Track usage over the die:
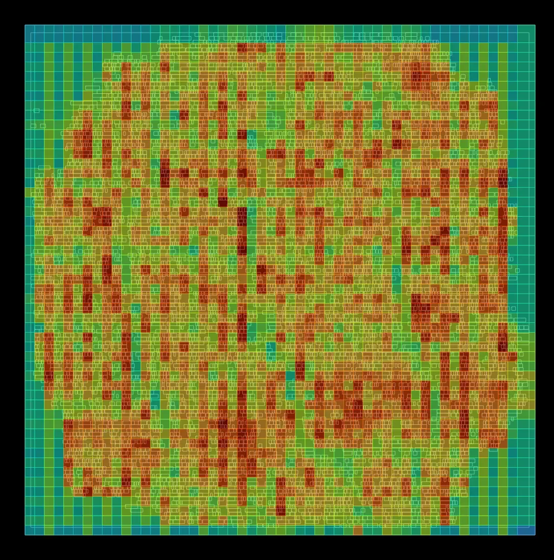
Routed metal per tile:
(1 px per µm) 36 x 36 tiles, from white (low) to dark blue (high), scaled to the fullest tile. Values are wire area over tile area, all layers added.
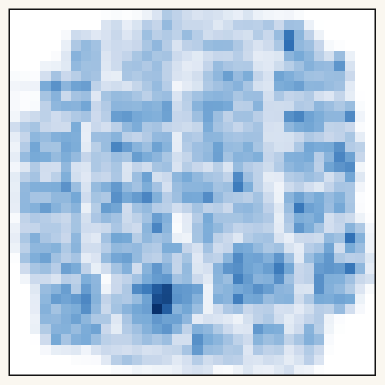
--- config.mk ---
export PLATFORM = sky130hd
export DESIGN_NAME = aes_sbox_pipe
export DESIGN_NICKNAME = d
export VERILOG_FILES = /design/src/rtl/aes_sbox_pipe.sv
export SDC_FILE = /design/constraint.sdc
export NUM_CORES = 2
export LEC_CHECK = 0
export CAP_MARGIN = 5
export CORE_MARGIN = 4
export CORE_UTILIZATION = 51
export CTS_CLUSTER_DIAMETER = 80
export DETAILED_ROUTE_END_ITERATION = 8
export PLACE_DENSITY = 0.64
export SETUP_SLACK_MARGIN = 0.2
export SYNTH_ARGS = -nofsm -noshare
export SYNTH_HDL_FRONTEND = slang
export SYNTH_SLANG_ARGS = --single-unit
--- constraint.sdc ---
create_clock -name clk -period 27.4 [get_ports clk]
set_input_delay 5.48 -clock clk [delete_from_list [all_inputs] [get_ports clk]]
set_output_delay 5.48 -clock clk [all_outputs]
set_load 0.01 [all_outputs]
--- src/rtl/aes_sbox_pipe.sv ---
// aes_sbox_pipe: multi-lane AES S-box / inverse S-box with a valid/ready pipeline.
// Substitution is done ahead of stage 1; the remaining stages only delay the beat.
//
// Parameters:
//   LANES  - byte lanes per beat (1..16)
//   STAGES - pipeline register stages (1..4)
//   CNT_W  - width of the completed-beat counter
// Ports:
//   clk, rst_n           - clock, synchronous active-low reset
//   flush                - drop all in-flight beats at the next edge
//   in_valid/in_ready    - input handshake
//   in_inv, in_data      - beat mode (1 = inverse) and bytes, lane i = [8i+7:8i]
//   out_valid/out_ready  - output handshake
//   out_data, out_inv    - substituted bytes and the mode bit carried along
//   beat_cnt             - wrapping count of output handshakes
//   busy                 - any stage holds a beat
module aes_sbox_pipe #(
    parameter int LANES  = 4,
    parameter int STAGES = 2,
    parameter int CNT_W  = 16
) (
    input  logic                 clk,
    input  logic                 rst_n,
    input  logic                 flush,
    input  logic                 in_valid,
    output logic                 in_ready,
    input  logic                 in_inv,
    input  logic [8*LANES-1:0]   in_data,
    output logic                 out_valid,
    input  logic                 out_ready,
    output logic [8*LANES-1:0]   out_data,
    output logic                 out_inv,
    output logic [CNT_W-1:0]     beat_cnt,
    output logic                 busy
);

    localparam int DW = 8 * LANES;
    localparam logic [CNT_W-1:0] CNT_ONE = CNT_W'(1);

    // GF(2^8) multiply modulo x^8 + x^4 + x^3 + x + 1.
    function automatic logic [7:0] gf_mul(input logic [7:0] a, input logic [7:0] b);
        logic [7:0] r;
        logic [7:0] x;
        r = 8'h00;
        x = a;
        for (int i = 0; i < 8; i++) begin
            if (b[i]) r = r ^ x;
            x = {x[6:0], 1'b0} ^ (x[7] ? 8'h1b : 8'h00);
        end
        return r;
    endfunction

    // Multiplicative inverse as a^254 = a^2 * a^4 * ... * a^128; maps 0 to 0.
    function automatic logic [7:0] gf_inv(input logic [7:0] a);
        logic [7:0] acc;
        logic [7:0] p;
        acc = 8'h01;
        p   = a;
        for (int i = 1; i < 8; i++) begin
            p   = gf_mul(p, p);
            acc = gf_mul(acc, p);
        end
        return acc;
    endfunction

    // Forward and inverse share one field inverter:
    //   forward = affine(inv(x)), inverse = inv(inv_affine(x)).
    function automatic logic [7:0] sbox(input logic [7:0] b, input logic inv);
        logic [7:0] pre;
        logic [7:0] g;
        logic [7:0] aff;
        pre = inv ? ({b[6:0], b[7]} ^ {b[4:0], b[7:5]} ^ {b[1:0], b[7:2]} ^ 8'h05) : b;
        g   = gf_inv(pre);
        aff = g ^ {g[6:0], g[7]} ^ {g[5:0], g[7:6]}
                ^ {g[4:0], g[7:5]} ^ {g[3:0], g[7:4]} ^ 8'h63;
        return inv ? g : aff;
    endfunction

    logic [STAGES-1:0] vld;
    logic [STAGES-1:0] inv_q;
    logic [DW-1:0]     dat [STAGES];
    logic [STAGES-1:0] ld;
    logic [STAGES-1:0] mv;
    logic              down;
    logic [DW-1:0]     sub;

    always_comb begin
        sub = '0;
        for (int l = 0; l < LANES; l++) begin
            sub[8*l +: 8] = sbox(in_data[8*l +: 8], in_inv);
        end
    end

    // Ready ripples back from the output: a stage may load when it is
    // empty or its own beat leaves in the same cycle.
    always_comb begin
        ld   = '0;
        mv   = '0;
        down = out_ready;
        for (int i = STAGES - 1; i >= 0; i--) begin
            mv[i] = vld[i] & down;
            ld[i] = ~vld[i] | mv[i];
            down  = ld[i];
        end
    end

    assign in_ready  = rst_n & ~flush & ld[0];
    assign out_valid = vld[STAGES-1];
    assign out_data  = dat[STAGES-1];
    assign out_inv   = inv_q[STAGES-1];
    assign busy      = |vld;

    always_ff @(posedge clk) begin
        if (!rst_n) begin
            vld      <= '0;
            inv_q    <= '0;
            beat_cnt <= '0;
            for (int i = 0; i < STAGES; i++) begin
                dat[i] <= '0;
            end
        end else begin
            if (out_valid && out_ready && !flush) begin
                beat_cnt <= beat_cnt + CNT_ONE;
            end
            if (flush) begin
                vld <= '0;
            end else begin
                if (ld[0]) begin
                    vld[0] <= in_valid;
                    if (in_valid) begin
                        dat[0]   <= sub;
                        inv_q[0] <= in_inv;
                    end
                end
                for (int i = 1; i < STAGES; i++) begin
                    if (ld[i]) begin
                        vld[i] <= vld[i-1];
                        if (vld[i-1]) begin
                            dat[i]   <= dat[i-1];
                            inv_q[i] <= inv_q[i-1];
                        end
                    end
                end
            end
        end
    end

endmodule

==> results.yml <==
# implementation run metrics
outcome:
  status: "completed"
detailed_routing:
  ant_nets: 0
  wl_met2_um: 88900
  drt_iter0_drc: 6191
  vias_per_cell: 6.13
  dr.max_layer_used: "met4"
  drc: 0
clocking:
  numCtsBuffers: 9
  cts_root_buffer: "clkbuf_16"
  cts_max_path_buffers: 2
  hold_buffers: 0
  h-tree-depth: 3
  clkSlewWorstSetupHoldPaths_ns: 0.07
  clk_latency_ns: 0.35
  cts_resized: 0
synth:
  synth.largest_area_cell: "xnor2_1"
  ys_sh_simple_pct: 22.0
  yosysMostFrequentCell: "xnor2_1"
  ys_sh_mux_pct: 5.10
  netlist_area_um2: 64800
  ys_sh_xor_pct: 44.4
  edf_count: 64
  ys_ff: 84
  synthCells: 8644
  logic_family: "XOR/XNOR gates"
  synth.avg_cell_area_um2: 7.50
  synthDistinctLibCells: 148
  ys_chip_area_um2: 64800
  async_flop_share_pct: 0
  top_area_share_pct: 20.8
  ys_top_cells_by_count: "xnor2_1, nor2_1, nand2_1"
  fp_nets: 8711
  aoi_share_pct: 18.9
  flop_cell: "edfxtp_1"
sta:
  setup_viol_count_final: 0
  finalHoldViolCount: 0
  period_needed_ns: 25.72
  period_used_pct: 93.9
  setup_tns_ns: 0
  rsz0062_at_grt: "false"
  drv_slew: 0
  slew_headroom_pct: 17.4
  fin_skew_ns: 0.00982
  max_freq_mhz: 38.9
global_routing:
  gr-usage-met2_pct: 45.9
  grt_pass1_vias: 57600
  grt_pass1_wl_um: 305000
  grt_antenna_before_repair: 0
  grt_max_degree: 60
  overflow: 0
floorplanning:
  die_h_um: 365
  rows: 130
  io_pins: 90
  taps: 1650
  fp.coreArea_um2: 126000
  die_area_um2: 133000
  fp_util_pct: 51.5
  die_w_um: 365
worst_hold_path:
  hold_end: "vld[1]"
  worstHoldPathCells: 2
  worstHoldStart: "vld[0]"
  hold_class: "flop to flop"
critical_path:
  crit_fanout: 19
  critPathSlowestCell: "xnor2_1"
  rr_endpoint: "dat[0][27]"
  r2r-start: "vld[1]"
  crit_family: "AND-OR/OR-AND gates"
  crit_type: "input pin to flop"
  rr_worst_depth: 7
  crit_path_end: "dat[0][9]"
  cp-start-kind: "input pin"
  max_stage_delay_ns: 0.90
  r2r_setup_slack_ns: 24.65
  cp-startpoint: "in_data[12]"
finish:
  finalNonFillerCells: 10000
  largestClassByArea: "multi-input combinational cells"
  flops: 84
  syn_to_final_growth_pct: 3.67
  seq-cell-share_pct: 3.46
  largest_reg_flops: 64
  buffer_area_share_pct: 4.01
  fin_util_pct: 53.4
  logic_gate_count: 7834
  lay_top_count: "xnor2_1"
  final_area_um2: 67200
  clock_area_share_pct: 0.432
  seqCellArea_um2: 2320
  drive_gt1_share_pct: 9.16
  clock_buffers: 9
  final-comb-area_um2: 59400
job:
  drv_cap: 0
  tool_warnings: 26
placement:
  numPortBuffers: 89
  place_area_um2: 66900
  hpwl_um: 135000
  gp_congestion: 0.926
-- 'track usage over the die' (at the start) --
All-Layer GR Usage: 26.9%
GR Layer Usage met3: 1.15%
WL per Instance: 18.6 µm
Top Usage Layer GRT: met2
M1 GR Usage: 38.0%

-- 'routed metal per tile' (at the start) --
mean over tiles = 0.22
fullest tile = 0.77
emptiest ninth of the die = upper left
nearly empty tiles = 12%

